`config.mk`:
```
export PLATFORM = sky130hd
export DESIGN_NAME = spi_master_param
export DESIGN_NICKNAME = d
export VERILOG_FILES = /design/src/rtl/spi_pkg.sv /design/src/rtl/spi_clk_gen.sv /design/src/rtl/spi_master_param.sv
export SDC_FILE = /design/constraint.sdc
export NUM_CORES = 1
export LEC_CHECK = 0
export ABC_CLOCK_PERIOD_IN_PS = 2670
export CAP_MARGIN = 20
export CELL_PAD_IN_SITES_DETAIL_PLACEMENT = 0
export CELL_PAD_IN_SITES_GLOBAL_PLACEMENT = 2
export CORE_MARGIN = 5
export CORE_UTILIZATION = 30
export CTS_CLUSTER_DIAMETER = 40
export DETAILED_ROUTE_END_ITERATION = 10
export PLACE_DENSITY_LB_ADDON = 0.1
export SLEW_MARGIN = 10
export SYNTH_ARGS = -nofsm -noshare
export SYNTH_HDL_FRONTEND = slang
export SYNTH_HIERARCHICAL = 1
export SYNTH_SLANG_ARGS = --single-unit
export TNS_END_PERCENT = 10
```
`constraint.sdc`:
```
create_clock -name clk -period 2.67 [get_ports clk]
set_clock_uncertainty 0.05 [all_clocks]
set_input_delay 0.267 -clock clk [delete_from_list [all_inputs] [get_ports clk]]
set_output_delay 0.267 -clock clk [all_outputs]
set_load 0.005 [all_outputs]
```
`src/rtl/spi_pkg.sv`:
```
// Shared types and constants for the parametrised SPI master.
// Mode encoding is {CPOL, CPHA}; bit positions are exported for field selects.
package spi_pkg;

  typedef enum logic [2:0] {
    IDLE  = 3'd0,
    SETUP = 3'd1,
    SHIFT = 3'd2,
    HOLD  = 3'd3,
    DONE  = 3'd4
  } state_e;

  localparam logic [1:0] MODE0 = 2'b00;
  localparam logic [1:0] MODE1 = 2'b01;
  localparam logic [1:0] MODE2 = 2'b10;
  localparam logic [1:0] MODE3 = 2'b11;

  localparam int CPOL_BIT = 1;
  localparam int CPHA_BIT = 0;

endpackage

```
`src/rtl/spi_clk_gen.sv`:
```
// SCLK divider: CLK_DIV-cycle half-periods, registered SCLK, and one-cycle edge strobes
// that fire in the cycle before SCLK toggles so data registers move on the same clk edge.
module spi_clk_gen #(
  parameter int CLK_DIV = 1
) (
  input  logic clk_i,
  input  logic reset_i,
  input  logic en_i,
  input  logic stop_i,
  input  logic load_i,
  input  logic load_cpol_i,
  input  logic cpol_i,
  output logic tick_o,
  output logic lead_edge_o,
  output logic trail_edge_o,
  output logic sclk_o
);

  localparam int DIV_W = (CLK_DIV > 1) ? $clog2(CLK_DIV) : 1;

  logic [DIV_W-1:0] div_q, div_d;
  logic             sclk_q, sclk_d;
  logic             wrap;
  logic             sclk_edge;

  always_comb begin
    wrap         = (div_q == DIV_W'(CLK_DIV - 1));
    tick_o       = en_i && wrap;
    sclk_edge    = tick_o && !stop_i;
    // A toggle away from the idle level is a leading edge.
    lead_edge_o  = sclk_edge && (sclk_q == cpol_i);
    trail_edge_o = sclk_edge && (sclk_q != cpol_i);
    div_d        = (!en_i || wrap) ? '0 : div_q + 1'b1;
    sclk_d       = sclk_q;
    if (load_i) begin
      sclk_d = load_cpol_i;
    end else if (sclk_edge) begin
      sclk_d = ~sclk_q;
    end
  end

  always_ff @(posedge clk_i) begin
    if (reset_i) begin
      div_q  <= '0;
      sclk_q <= 1'b0;
    end else begin
      div_q  <= div_d;
      sclk_q <= sclk_d;
    end
  end

  assign sclk_o = sclk_q;

endmodule

```
`src/rtl/spi_master_param.sv`:
```
// SPI master, DATA_W bits MSB first, four modes, NUM_SLAVES chip selects; done at cycle
// 1 + CLK_DIV*(2*DATA_W+2) after an accepted start; start is ignored unless IDLE.
module spi_master_param
  import spi_pkg::*;
#(
  parameter int DATA_W     = 8,
  parameter int NUM_SLAVES = 3,
  parameter int SS_W       = 2,
  parameter int CLK_DIV    = 1
) (
  input  logic                  clk,
  input  logic                  reset,
  input  logic                  start,
  input  logic [SS_W-1:0]       slave_select,
  input  logic [1:0]            mode,
  input  logic [DATA_W-1:0]     tx_data,
  output logic [DATA_W-1:0]     rx_data,
  output logic                  busy,
  output logic                  done,
  output logic                  SCLK,
  output logic [NUM_SLAVES-1:0] CS,
  output logic                  MOSI,
  input  logic                  MISO
);

  localparam int CNT_W = $clog2(DATA_W) + 1;

  state_e state_q, state_d;

  logic                  accept;
  logic                  clk_en;
  logic                  enter_done;
  logic                  stop;
  logic                  tick;
  logic                  lead_edge;
  logic                  trail_edge;
  logic                  sclk;

  logic [DATA_W-1:0]     tx_sh_q, tx_sh_d;
  logic [DATA_W-1:0]     rx_sh_q, rx_sh_d;
  logic [DATA_W-1:0]     rx_data_q, rx_data_d;
  logic [CNT_W-1:0]      bit_cnt_q, bit_cnt_d;
  logic [NUM_SLAVES-1:0] cs_q, cs_d;
  logic                  mosi_q, mosi_d;
  logic                  busy_q, busy_d;
  logic                  done_q, done_d;
  logic                  cpol_q, cpol_d;
  logic                  cpha_q, cpha_d;

  // Every trailing edge completes one bit, so DATA_W here means all 2*DATA_W edges are out.
  assign stop = (bit_cnt_q == CNT_W'(DATA_W));

  spi_clk_gen #(
    .CLK_DIV(CLK_DIV)
  ) u_clk_gen (
    .clk_i        (clk),
    .reset_i      (reset),
    .en_i         (clk_en),
    .stop_i       (stop),
    .load_i       (accept),
    .load_cpol_i  (mode[CPOL_BIT]),
    .cpol_i       (cpol_q),
    .tick_o       (tick),
    .lead_edge_o  (lead_edge),
    .trail_edge_o (trail_edge),
    .sclk_o       (sclk)
  );

  always_ff @(posedge clk) begin
    if (reset) begin
      state_q <= IDLE;
    end else begin
      state_q <= state_d;
    end
  end

  always_comb begin
    state_d = state_q;
    case (state_q)
      IDLE:    if (accept) state_d = SETUP;
      SETUP:   if (tick) state_d = SHIFT;
      SHIFT:   if (tick && stop) state_d = HOLD;
      HOLD:    if (tick) state_d = DONE;
      DONE:    state_d = IDLE;
      default: state_d = IDLE;
    endcase
  end

  // The divider also times SETUP, so the first SCLK edge lands on the SETUP->SHIFT boundary.
  always_comb begin
    accept     = (state_q == IDLE) && start && (32'(slave_select) < NUM_SLAVES);
    clk_en     = (state_q == SETUP) || (state_q == SHIFT) || (state_q == HOLD);
    enter_done = (state_q == HOLD) && tick;
  end

  always_comb begin
    tx_sh_d   = tx_sh_q;
    rx_sh_d   = rx_sh_q;
    rx_data_d = rx_data_q;
    bit_cnt_d = bit_cnt_q;
    cs_d      = cs_q;
    mosi_d    = mosi_q;
    busy_d    = busy_q;
    done_d    = 1'b0;
    cpol_d    = cpol_q;
    cpha_d    = cpha_q;

    if (accept) begin
      tx_sh_d   = tx_data;
      rx_sh_d   = '0;
      bit_cnt_d = '0;
      cs_d      = ~(NUM_SLAVES'(1) << slave_select);
      busy_d    = 1'b1;
      cpol_d    = mode[CPOL_BIT];
      cpha_d    = mode[CPHA_BIT];
      if (!mode[CPHA_BIT]) begin
        mosi_d = tx_data[DATA_W-1];
      end
    end

    if (lead_edge) begin
      if (cpha_q) begin
        mosi_d  = tx_sh_q[DATA_W-1];
        tx_sh_d = tx_sh_q << 1;
      end else begin
        rx_sh_d = {rx_sh_q[DATA_W-2:0], MISO};
      end
    end

    if (trail_edge) begin
      bit_cnt_d = bit_cnt_q + 1'b1;
      if (cpha_q) begin
        rx_sh_d = {rx_sh_q[DATA_W-2:0], MISO};
      end else if (bit_cnt_q != CNT_W'(DATA_W - 1)) begin
        mosi_d  = tx_sh_q[DATA_W-2];
        tx_sh_d = tx_sh_q << 1;
      end
    end

    if (enter_done) begin
      cs_d      = '1;
      busy_d    = 1'b0;
      done_d    = 1'b1;
      rx_data_d = rx_sh_q;
    end
  end

  always_ff @(posedge clk) begin
    if (reset) begin
      tx_sh_q   <= '0;
      rx_sh_q   <= '0;
      rx_data_q <= '0;
      bit_cnt_q <= '0;
      cs_q      <= '1;
      mosi_q    <= 1'b0;
      busy_q    <= 1'b0;
      done_q    <= 1'b0;
      cpol_q    <= 1'b0;
      cpha_q    <= 1'b0;
    end else begin
      tx_sh_q   <= tx_sh_d;
      rx_sh_q   <= rx_sh_d;
      rx_data_q <= rx_data_d;
      bit_cnt_q <= bit_cnt_d;
      cs_q      <= cs_d;
      mosi_q    <= mosi_d;
      busy_q    <= busy_d;
      done_q    <= done_d;
      cpol_q    <= cpol_d;
      cpha_q    <= cpha_d;
    end
  end

  assign rx_data = rx_data_q;
  assign busy    = busy_q;
  assign done    = done_q;
  assign SCLK    = sclk;
  assign CS      = cs_q;
  assign MOSI    = mosi_q;

endmodule

```
### Pin map

Pins as bars across the die edge, other pins in gray.
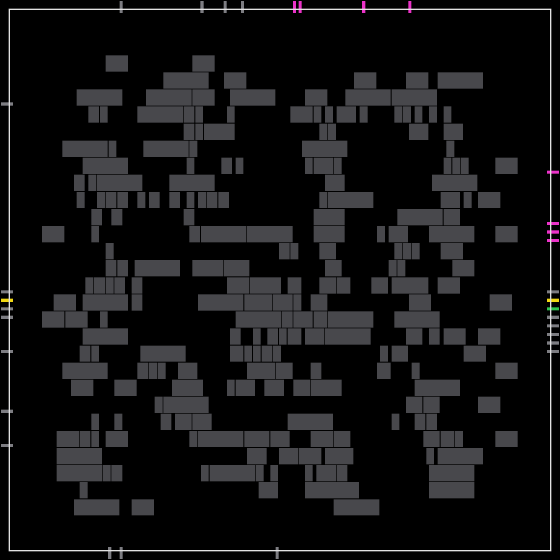
- magenta: `tx_data` (pins 8; direction input; edge 4 right, 4 top)
- green: `busy` (pins 1; direction output; edge right)
- yellow: `mode` (pins 2; direction input; edge 1 right, 1 left)
- all pins by edge: 12 right, 8 left, 8 top, 3 bottom
die width: 86.0 um
PortBufs: 30
Die Y: 86.0 um

### Register map, names as in the netlist

Scale bar: 20 um. Other sequential cells in the stronger gray, the rest of the logic in the fainter gray.
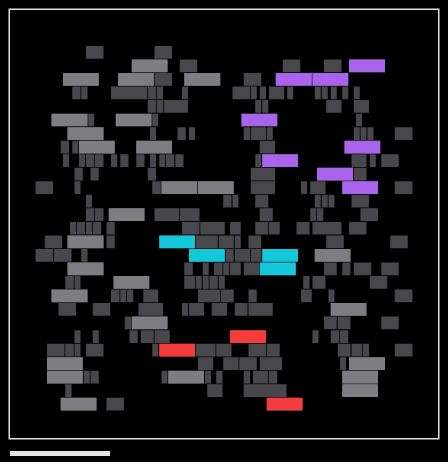
- cyan: `bit_cnt_q` (placed flops 4; where middle)
- red: `state_q` (placed flops 3)
- purple: `tx_sh_q` (placed flops 8)
Final Core Density: 0.401
Reg area: 821 um^2
sequential power: 0.655 mW
sequential cell area share: 0.368

==> run summary <==
fresh numbers from the pnr run: synth warn=6, post-route setup slack=~420 ps, Worst VDD drop=0.213 mV, cts repair resizes=0, Worst-Margin Slew=approximately 600 ps, setup bufs post-CTS=0, yosys xor share=0.0152, nets@finish=roughly 250, Worst Hold End=rx_data[4], Buf+Inv Stages, Crit Path=2, post-DP HPWL=just under 3000 um, HP Start=rx_data[4], status=finished clean, sequential share of the synthesized area=0.473, Crit. Startpoint=bit_cnt_q[0], htree depth=2, floorplan utilization=0.311, reg2reg path depth=9, Slew Limit Fails=0, Simple Share, Synth=0.263, Die Area=7400 um^2, Total GRT Usage=0.119, router iterations before antenna repair=4, critical-path maximum fanout=15, met2 Usage GRT=0.196, crit end category=flip-flop, Iter 0 DRT Violations=~93, EDFF count, synth=0, Non-Filler Instances=309, ratio of cells with drive above 1 in the final layout=0.0970, via count=1498, placed inst area=between 2000 and 2500 um^2, Hold Path Stages=2, Complex Gates by Area=0.175, Largest cells by area=dfxtp_1, nand2_1, a21oi_1, a311oi_1, nor2_1, critical path depth=9, Max transition margin=0.588, Max stage delay cell, worst path=or3b_4, Crit Path Class=flip-flop to flip-flop, main logic family after synthesis=simple AND/OR/NAND/NOR gates, number of setup violations in the final report=0, leakage power=approximately 0.81 nW, Final Critical Period=roughly 2200 ps, Layout area overhead=28.8%, crit share post-route=0.842, Post-synth mux share=0.0180, crit path DAT=approximately 2400 ps, YS chip area=roughly 1700 um^2, Synth top area share=0.473, cell area after layout=2230 um^2, most frequent cell after synthesis=nand2_1, Worst path top cell family by delay=simple AND/OR/NAND/NOR gates, R2R setup slack=~420 ps, Worst Setup EP=tx_sh_q[3], Registers, synthesis=41
### Clock wiring as the flow saved it

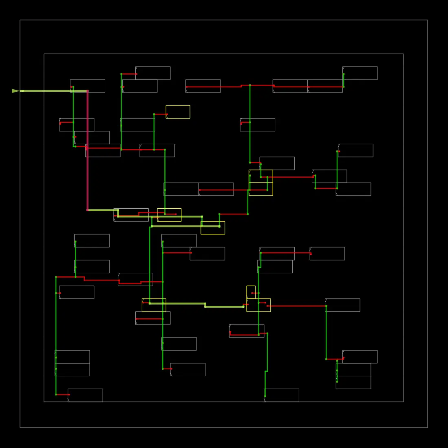
clk pwr: 0.435 mW
total CTS buffers: 5
clk_lat worst skew: 280 ps

[power breakdown]
part,total [mW],internal [mW],switching [mW]
Sequential,0.655,0.636,0.0189
Combinational,0.154,0.0779,0.0764
Clock,0.435,0.234,0.202
[layout make-up]
type,count,area (um^2)
Clock inverter,1,5.00
Fill cell,583,3340
Clock buffer,7,96.3
Sequential cell,41,821
Multi-Input combinational cell,147,845
Timing Repair Buffer,36,358
Tap cell,72,90.1
Inverter,5,18.8
[state kept, by name, indices dropped and copies added, names as in the netlist]
register and cells:
rx_sh_q 8, busy 1, MOSI 1, CS 3, state_q 3, rx_data 8
done 1, u_clk_gen/div_q 1, cpol_q 1, tx_sh_q 8, bit_cnt_q 4, cpha_q 1
u_clk_gen/sclk_o 1
Power is estimated from default activity; no workload was simulated.
